**config.mk**
```make
export PLATFORM = sky130hd
export DESIGN_NAME = gpio_sd_clk_gen
export DESIGN_NICKNAME = d
export VERILOG_FILES = /design/src/rtl/gpio_sd_clk_gen.sv
export SDC_FILE = /design/constraint.sdc
export NUM_CORES = 1
export LEC_CHECK = 0
export CELL_PAD_IN_SITES_DETAIL_PLACEMENT = 1
export CELL_PAD_IN_SITES_GLOBAL_PLACEMENT = 1
export CORE_MARGIN = 2
export CORE_UTILIZATION = 34
export DETAILED_ROUTE_END_ITERATION = 8
export PLACE_DENSITY_LB_ADDON = 0.05
export SYNTH_ARGS = -nofsm -noshare
export SYNTH_HDL_FRONTEND = slang
export SYNTH_SLANG_ARGS = --single-unit
```
**constraint.sdc**
```tcl
create_clock -name clk -period 2.1 [get_ports clk]
set_input_delay 0.21 -clock clk [delete_from_list [all_inputs] [get_ports clk]]
set_output_delay 0.21 -clock clk [all_outputs]
set_load 0.01 [all_outputs]
```
**src/rtl/gpio_sd_clk_gen.sv**
```systemverilog
// Divided SD/SPI clock generator driven by the 2-bit PIO control word, with rise/fall strobes.
// Optional rising-edge counter enabled by defining GPIO_SD_CLK_EDGE_CNT_EN.
module gpio_sd_clk_gen #(
  parameter int SLOW_DIV = 63,
  parameter int FAST_DIV = 1,
  parameter int DIV_W    = 8
) (
  input  logic        clk,
  input  logic        reset_n,
  input  logic [1:0]  ctrl_in,
  output logic        sd_clk,
  output logic        rise_stb,
  output logic        fall_stb,
  output logic        running,
  output logic        cur_fast,
  output logic [15:0] edge_count
);

  // state | meaning
  // IDLE  | clock parked low, waiting for enable
  // HIGH  | sd_clk high, counting down the high half-period
  // LOW   | sd_clk low, counting down the low half-period
  typedef enum logic [1:0] {IDLE, HIGH, LOW} state_t;

  localparam int SLOW_EFF = (SLOW_DIV < 1) ? 1 : SLOW_DIV;
  localparam int FAST_EFF = (FAST_DIV < 1) ? 1 : FAST_DIV;
  localparam logic [DIV_W-1:0] SLOW_M1 = DIV_W'(SLOW_EFF - 1);
  localparam logic [DIV_W-1:0] FAST_M1 = DIV_W'(FAST_EFF - 1);

  state_t           state_q;
  logic [1:0]       ctrl_q;
  logic [DIV_W-1:0] cnt_q;
  logic             sd_clk_q;
  logic             rise_stb_q;
  logic             fall_stb_q;
  logic             running_q;
  logic             cur_fast_q;
  logic [DIV_W-1:0] div_m1;
  logic [DIV_W-1:0] new_div_m1;
`ifdef GPIO_SD_CLK_EDGE_CNT_EN
  logic [15:0]      edge_cnt_q;
`endif

  // The low phase reuses the speed latched at the preceding rise, so a phase is never shortened.
  assign div_m1     = cur_fast_q ? FAST_M1 : SLOW_M1;
  assign new_div_m1 = ctrl_q[1]  ? FAST_M1 : SLOW_M1;

  always_ff @(posedge clk or negedge reset_n) begin
    if (!reset_n) begin
      state_q    <= IDLE;
      ctrl_q     <= 2'b00;
      cnt_q      <= '0;
      sd_clk_q   <= 1'b0;
      rise_stb_q <= 1'b0;
      fall_stb_q <= 1'b0;
      running_q  <= 1'b0;
      cur_fast_q <= 1'b0;
`ifdef GPIO_SD_CLK_EDGE_CNT_EN
      edge_cnt_q <= 16'd0;
`endif
    end else begin
      ctrl_q     <= ctrl_in;
      rise_stb_q <= 1'b0;
      fall_stb_q <= 1'b0;
      case (state_q)
        IDLE: begin
          if (ctrl_q[0]) begin
            state_q    <= HIGH;
            cur_fast_q <= ctrl_q[1];
            sd_clk_q   <= 1'b1;
            rise_stb_q <= 1'b1;
            running_q  <= 1'b1;
            cnt_q      <= new_div_m1;
`ifdef GPIO_SD_CLK_EDGE_CNT_EN
            edge_cnt_q <= 16'd1;
`endif
          end
        end
        HIGH: begin
          if (cnt_q == '0) begin
            state_q    <= LOW;
            sd_clk_q   <= 1'b0;
            fall_stb_q <= 1'b1;
            cnt_q      <= div_m1;
          end else begin
            cnt_q <= cnt_q - DIV_W'(1);
          end
        end
        LOW: begin
          if (cnt_q == '0) begin
            if (ctrl_q[0]) begin
              state_q    <= HIGH;
              cur_fast_q <= ctrl_q[1];
              sd_clk_q   <= 1'b1;
              rise_stb_q <= 1'b1;
              cnt_q      <= new_div_m1;
`ifdef GPIO_SD_CLK_EDGE_CNT_EN
              edge_cnt_q <= edge_cnt_q + 16'd1;
`endif
            end else begin
              state_q   <= IDLE;
              running_q <= 1'b0;
            end
          end else begin
            cnt_q <= cnt_q - DIV_W'(1);
          end
        end
        default: state_q <= IDLE;
      endcase
    end
  end

  assign sd_clk   = sd_clk_q;
  assign rise_stb = rise_stb_q;
  assign fall_stb = fall_stb_q;
  assign running  = running_q;
  assign cur_fast = cur_fast_q;
`ifdef GPIO_SD_CLK_EDGE_CNT_EN
  assign edge_count = edge_cnt_q;
`else
  assign edge_count = 16'd0;
`endif

endmodule

```
### The clock network, run 1

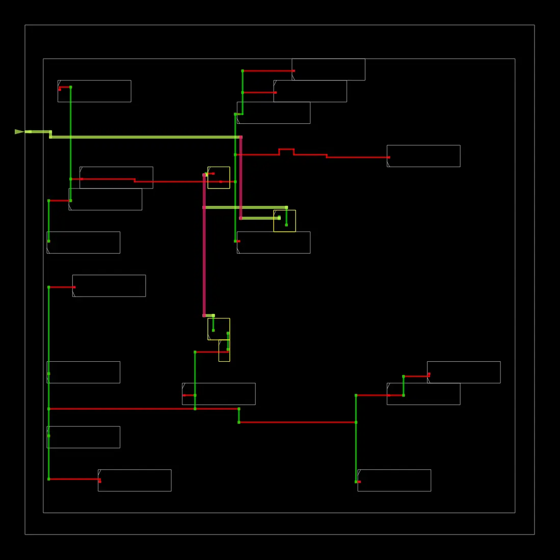
TritonCTS Sinks: 17
total clock buffers created by CTS: 3

### Cell density map, run 1

Bar = 20 µm. The die is cut into 6 by 6 equal tiles; dark purple is low, yellow is high, 0 to 100% covered.
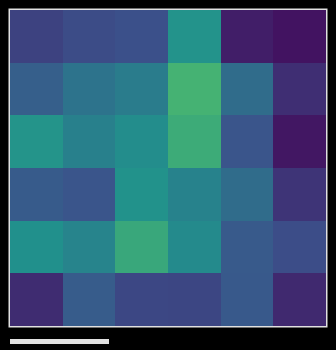
The fullest tile reaches 65%. The mean over all tiles is 33%. The emptiest ninth of the die: north-east. The densest ninth of the die: centre.

### Sequential cells grouped by signal name, run 1

Bar = 20 µm.
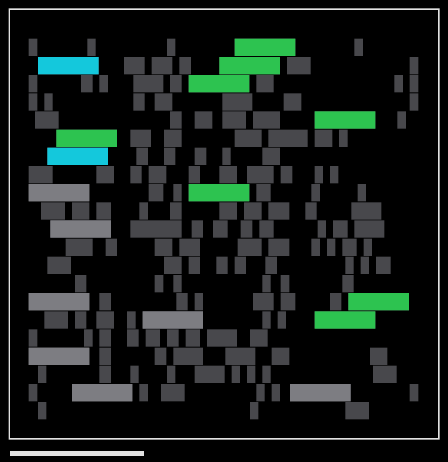
Cyan stands for `ctrl_q`, flops 2. Green stands for `cnt_q`, flops 8.
Another 7 sequential cells are not coloured.

==> summary.log, run 1 <==
[outcome] outcome completed
[die] core area 3390 µm²
[route] final wirelength 3211 µm
[yosys] dominant cells by area after synthesis sky130_fd_sc_hd__dfrtp_1 35%, sky130_fd_sc_hd__buf_4 9.8%, sky130_fd_sc_hd__ha_1 6.1%, sky130_fd_sc_hd__o21ai_0 5.3%, sky130_fd_sc_hd__a21oi_1 4.9%
[route] antenna-violating nets left 0
[global_routing] final global-route overflow total 0
[yosys] chip area in the Yosys report 1227 µm²
[setup_path] RR Endpoint cnt_q[2]$_DFFE_PN0N_
[clock_tree] CTS tree done
[sta] setup TNS 0 ns
[global_routing] total global routing track utilization 17.63%
[clock_tree] clock transition time at the flip-flop clock pins of the worst setup and hold paths 0.11 ns
[pwr] peak ir drop on the vdd network 0.0005749 V
[run] number of max-cap violations 0
[placed_design] Placed Area 1351 µm²
[yosys] Synth async-reset ratio 100.0%
[clock_tree] number of gates given a new drive strength after cts 1
[setup_path] startpoint types flop
[layout] filler cell count 416
[yosys] most common library cells after synthesis 17 x sky130_fd_sc_hd__dfrtp_1, 16 x sky130_fd_sc_hd__buf_4, 16 x sky130_fd_sc_hd__nor2_1
[yosys] most frequent cell after synthesis sky130_fd_sc_hd__dfrtp_1
[layout] Util after Layout 41.20%
[die] DIE WIDTH 64.09 µm
[clock_tree] H-tree depth 1
[sta] unrepaired setup endpoints after global routing false
[setup_path] depth of the most critical reg-to-reg path 5
[yosys] count of cell types in the netlist 39
[sta] achievable frequency 490.6 MHz
[sta] final clock skew 0.006778 ns
[clock_tree] clock insertion delay at the later pin of the skew report 0.30 ns
[yosys] cell type with the highest aggregate area in the netlist sky130_fd_sc_hd__dfrtp_1
[yosys] Seq cells post-synth 17
[route] via density per instance 5.164
[setup_path] cell chain of the critical path or4_4, nor3_4, nand2_1, a22o_1, a221o_1
[die] FP Core Util 36.21%
[route] detailed route wirelength on metal2 1525 µm
[placed_design] Placer Congestion 0.8203
[yosys] mean cell area of the mapped netlist 8.524 µm²
[yosys] share of the yosys chip area belonging to registers 34.66%
[pwr] Pwr Density 1504 nW/µm²
[yosys] count of instantiated cells in the yosys netlist 144
[placed_design] Detailed Place HPWL 2485 µm
run 1: final cells by class:
type	count	share of cell area, %
multi-input cells	113	50.00
flip-flops and latches	17	30.47
inverters	9	2.419
clock buffers	4	1.882
well taps	46	4.122
repair buffers	18	11.11
run 1: flip-flops by register name, indices dropped and copies added (netlist names):
signal    count
cnt_q         8
ctrl_q        2
cur_fast      1
fall_stb      1
rise_stb      1
running       1
sd_clk        1
state_q       2
run 1: layer usage:
layer / up-vias / global-route usage (%)
li1: 500 / -
met1: 520 / 22.93
met2: 40 / 29.95
met3: 9 / 2.817
met4: 0 / 5.163
met5: - / 0
run 1: power breakdown:
part / switching [mW] / internal (mW)
Sequential: 0.107 / 0.435
Clock: 0.116 / 0.0741
Combinational: 0.782 / 0.585
==> run 2: changes to the inputs <==
Settings changed: GPL_TIMING_DRIVEN set to 0.
### Cell density map, run 2

Bar = 20 µm. The die is cut into 6 by 6 equal tiles; dark purple is low, yellow is high, 0 to 100% covered.
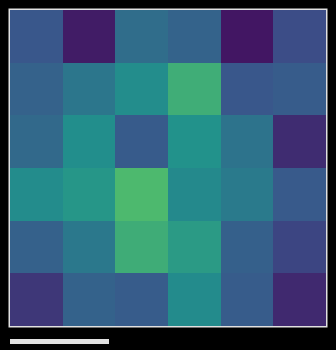
The mean over all tiles is 35%. The fullest tile reaches 68%.

### Sequential cells grouped by signal name, run 2

Bar = 20 µm.
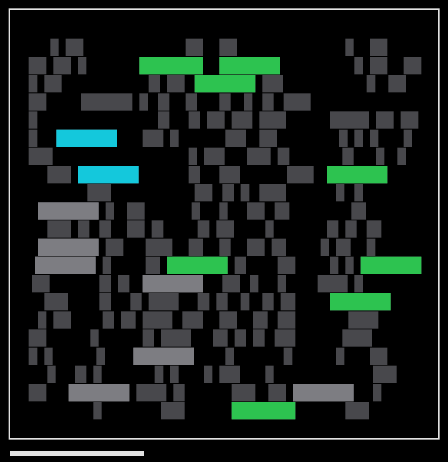
Cyan stands for `ctrl_q`, flops 2. Green stands for `cnt_q`, flops 8.

==> run 2 against run 1 <==
Final area is 8.2% higher. Register-to-register slack worse by 0.04 ns. Via count rose by 1.6%. Sequential share of layout area down 2.1 points. Maximum frequency is 1.9% lower. Worst hold slack better by 0.10 ns. Worst setup slack lost 0.039 ns. Sequential power barely moved. Flip-flop count unchanged. Clock power increased by 4%. Power up 1.1%. Combinational power is essentially flat. Critical path type unchanged. Largest power group unchanged.
==> summary.log, run 2 <==
[global_routing] total global routing track utilization 17.14%
[die] FP Core Util 36.21%
[layout] share of the final layout cell area in sequential cells 28.33%
[pwr] Switching Share 46.92%
[run] number of max-cap violations 0
[clock_tree] clock insertion delay at the later pin of the skew report 0.30 ns
[yosys] most common library cells after synthesis 17 x sky130_fd_sc_hd__dfrtp_1, 16 x sky130_fd_sc_hd__buf_4, 16 x sky130_fd_sc_hd__nor2_1
[pwr] combinational group power 1.39 mW
[layout] Largest regs cnt_q: 8 flops, ctrl_q: 2 flops, state_q: 2 flops
[layout] Clock buf/inv share 1.988%
[placed_design] Placer Congestion 0.8302
[setup_path] depth of the most critical reg-to-reg path 6
[pwr] power drawn by the clock network 0.198 mW
[die] tapcells inserted 46
[layout] logic share of the area 46.56%
[layout] filler cell count 406
[yosys] Seq cells post-synth 17
[setup_path] RR Endpoint cnt_q[2]$_DFFE_PN0N_
[yosys] chip area in the Yosys report 1227 µm²
[layout] number of non-clock inverters 9
[layout] Util after Layout 44.56%
[layout] flip-flop count of the largest register, all copies and words added 8
[global_routing] final global-route overflow total 0
[outcome] outcome completed
[yosys] dominant cells by area after synthesis sky130_fd_sc_hd__dfrtp_1 35%, sky130_fd_sc_hd__buf_4 9.8%, sky130_fd_sc_hd__ha_1 6.1%, sky130_fd_sc_hd__o21ai_0 5.3%, sky130_fd_sc_hd__a21oi_1 4.9%
[layout] Non-clock buffers, area share 17.07%
[pwr] P_seq 0.539 mW
[sta] setup TNS 0 ns
[global_routing] most congested layer reported by global routing met2
### The clock network, run 2

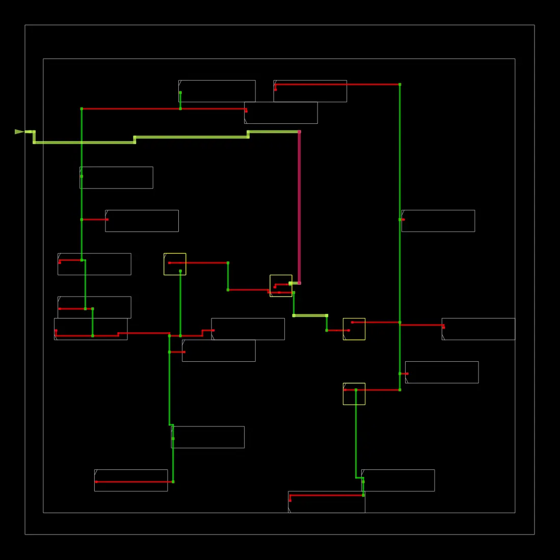
number of sequential cells: 17
number of clock-tree buffers in the layout: 3

run 2: cell counts after synthesis:
Identical to the previous run, type by type.
run 2: cells by family (layout without fill, tap and decap cells):
group	Yosys count	count (layout)	synth area share, %
simple gates	46	47	19.27
fa+ha+maj	6	6	6.116
xor+xnor	4	4	2.855
other cells	1	16	0.3055
flops	17	17	34.66
compound gates	40	40	21.30
mux	1	1	0.9174
buf+inv	29	45	14.58
run 2: what timing repair did:
action | 4_1_cts | 5_1_grt
gates cloned | 0 | 1
setup endpoints to repair | 10 | 11
pin swaps | 1 | 11
resized | 5 | 6
buffers inserted | 4 | 1
run 2: worst max-delay path, delay by kind of cell (launching register included):
kind,cells,cell delay (ns)
AND/OR/NAND/NOR,3,0.90
AND-OR/OR-AND,2,0.49
flip-flops,1,0.43
buffers and inverters,1,0.15
==> run 3: changes to the inputs <==
==> constraint.sdc (replaced) <==
create_clock -name clk -period 2.1 [get_ports clk]
set_input_delay 0.42 -clock clk [delete_from_list [all_inputs] [get_ports clk]]
set_output_delay 0.42 -clock clk [all_outputs]
set_load 0.01 [all_outputs]
### Cell density map, run 3

Bar = 20 µm. The die is cut into 6 by 6 equal tiles; dark purple is low, yellow is high, 0 to 100% covered.
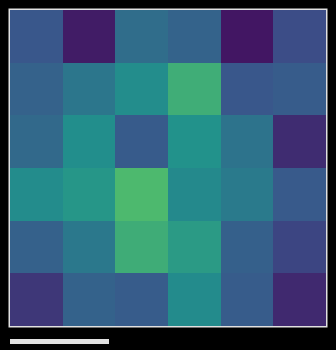
The mean over all tiles is 35%. The fullest tile reaches 68%.

### The clock network, run 3

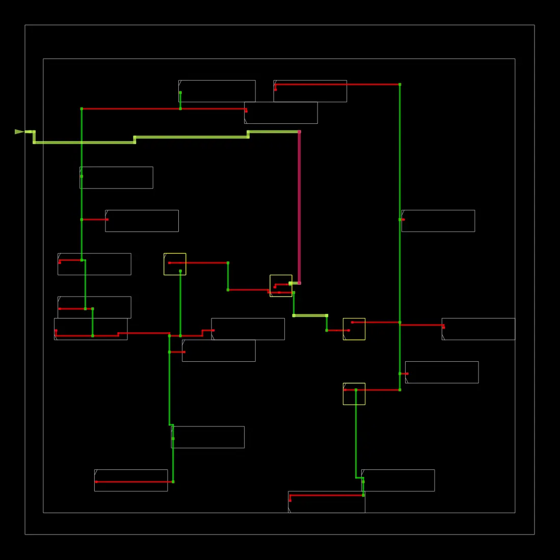
power drawn by the clock network: 0.198 mW
final clock skew: 0.004769 ns
clock insertion delay at the later pin of the skew report: 0.30 ns

==> run 3 against run 2 <==
Synthesized cell count unchanged. Clock power about the same. Synthesized area stayed put. Count of clock-buffer cells in the layout unchanged. Core utilization unchanged. Final area is the same. Final cell count unchanged. Critical path type unchanged.
==> summary.log, run 3 <==
[yosys] count of instantiated cells in the yosys netlist 144
[clock_tree] TritonCTS Sinks 17
[yosys] most common library cells after synthesis 17 x sky130_fd_sc_hd__dfrtp_1, 16 x sky130_fd_sc_hd__buf_4, 16 x sky130_fd_sc_hd__nor2_1
[layout] filler cell count 406
[pwr] peak ir drop on the vdd network 0.0004987 V
[layout] flip-flop count of the largest register, all copies and words added 8
[route] detailed route wirelength on metal2 1621 µm
[pwr] reported net switching power 0.9961 mW
[yosys] Seq cells post-synth 17
[yosys] most frequent cell after synthesis sky130_fd_sc_hd__dfrtp_1
[yosys] portion of netlist area occupied by mux cells 0.9174%
[die] DIE WIDTH 64.09 µm
[yosys] chip area in the Yosys report 1227 µm²
[layout] Largest regs cnt_q: 8 flops, ctrl_q: 2 flops, state_q: 2 flops
[global_routing] total global routing track utilization 17.14%
[yosys] Synth async-reset ratio 100.0%
[route] via density per instance 4.892
[global_routing] most congested layer reported by global routing met2
[clock_tree] H-tree depth 1
[setup_path] Stages on worst setup path 6
[setup_path] cell chain of the critical path or4_4, buf_6, nor3_4, nand2_1, a22o_1, a221o_1
[global_routing] final global-route overflow total 0
[sta] setup TNS 0 ns
[yosys] share of the yosys chip area belonging to registers 34.66%
[global_routing] met1 capacity usage during global routing 20.95%
[clock_tree] clock transition time at the flip-flop clock pins of the worst setup and hold paths 0.12 ns
[yosys] mean cell area of the mapped netlist 8.524 µm²
[yosys] XOR Share, Synth 2.854%
[placed_design] Placed Area 1421 µm²
[setup_path] depth of the most critical reg-to-reg path 6
[die] FP Core Util 36.21%
[setup_path] startpoint types flop
[sta] unrepaired setup endpoints after global routing true
[pwr] Pwr Density 1406 nW/µm²
[yosys] cell type with the highest aggregate area in the netlist sky130_fd_sc_hd__dfrtp_1
[setup_path] Buffers & Inverters on Critical Path 1
[route] final wirelength 3249 µm
[sta] achievable frequency 481.4 MHz
[global_routing] met2 global-route usage 29.69%
[yosys] top comb family, area AND-OR/OR-AND gates
[run] number of max-cap violations 0
[outcome] outcome completed
[pwr] Switching Share 46.92%
[pwr] cell internal pwr 1.127 mW
### Wire density map, run 3

The die is cut into 13 by 13 equal tiles; dark purple is low, yellow is high, scaled to the fullest tile. Values are wire area over tile area, all layers added.
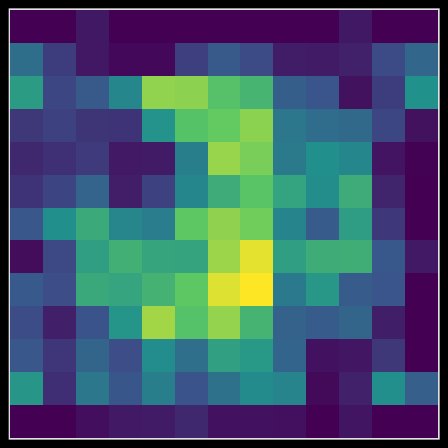
27% of the tiles are over half the peak. 13% of the tiles are nearly empty. The fullest tile reaches 0.38. The densest ninth of the die: centre.

run 3: cell counts after synthesis:
Identical to the previous run, type by type.
run 3: final cells by class:
type / count / share of cell area, %
multi-input cells: 114 / 46.56
flip-flops and latches: 17 / 28.33
plain buffers: 19 / 9.279
repair buffers: 13 / 7.788
well taps: 46 / 3.811
inverters: 9 / 2.237
clock buffers: 3 / 1.491
clock inverters: 1 / 0.4971
run 3: timing repair:
action,CTS,global route
pin swaps,1,11
endpoints found under the setup margin,10,11
gates resized,5,6
cloned,0,1
setup buffers,4,1
run 3: power groups by stage:
stage	clock (mW)	sequential, mW	combinational (mW)
detailed placement	0	0.559	1.24
finish	0.198	0.539	1.39
CTS	0.208	0.536	1.32
global route	0.228	0.558	1.56
global placement	0	0.553	1.22
floorplan	0	0.542	0.924
Power is estimated from default activity; no workload was simulated.
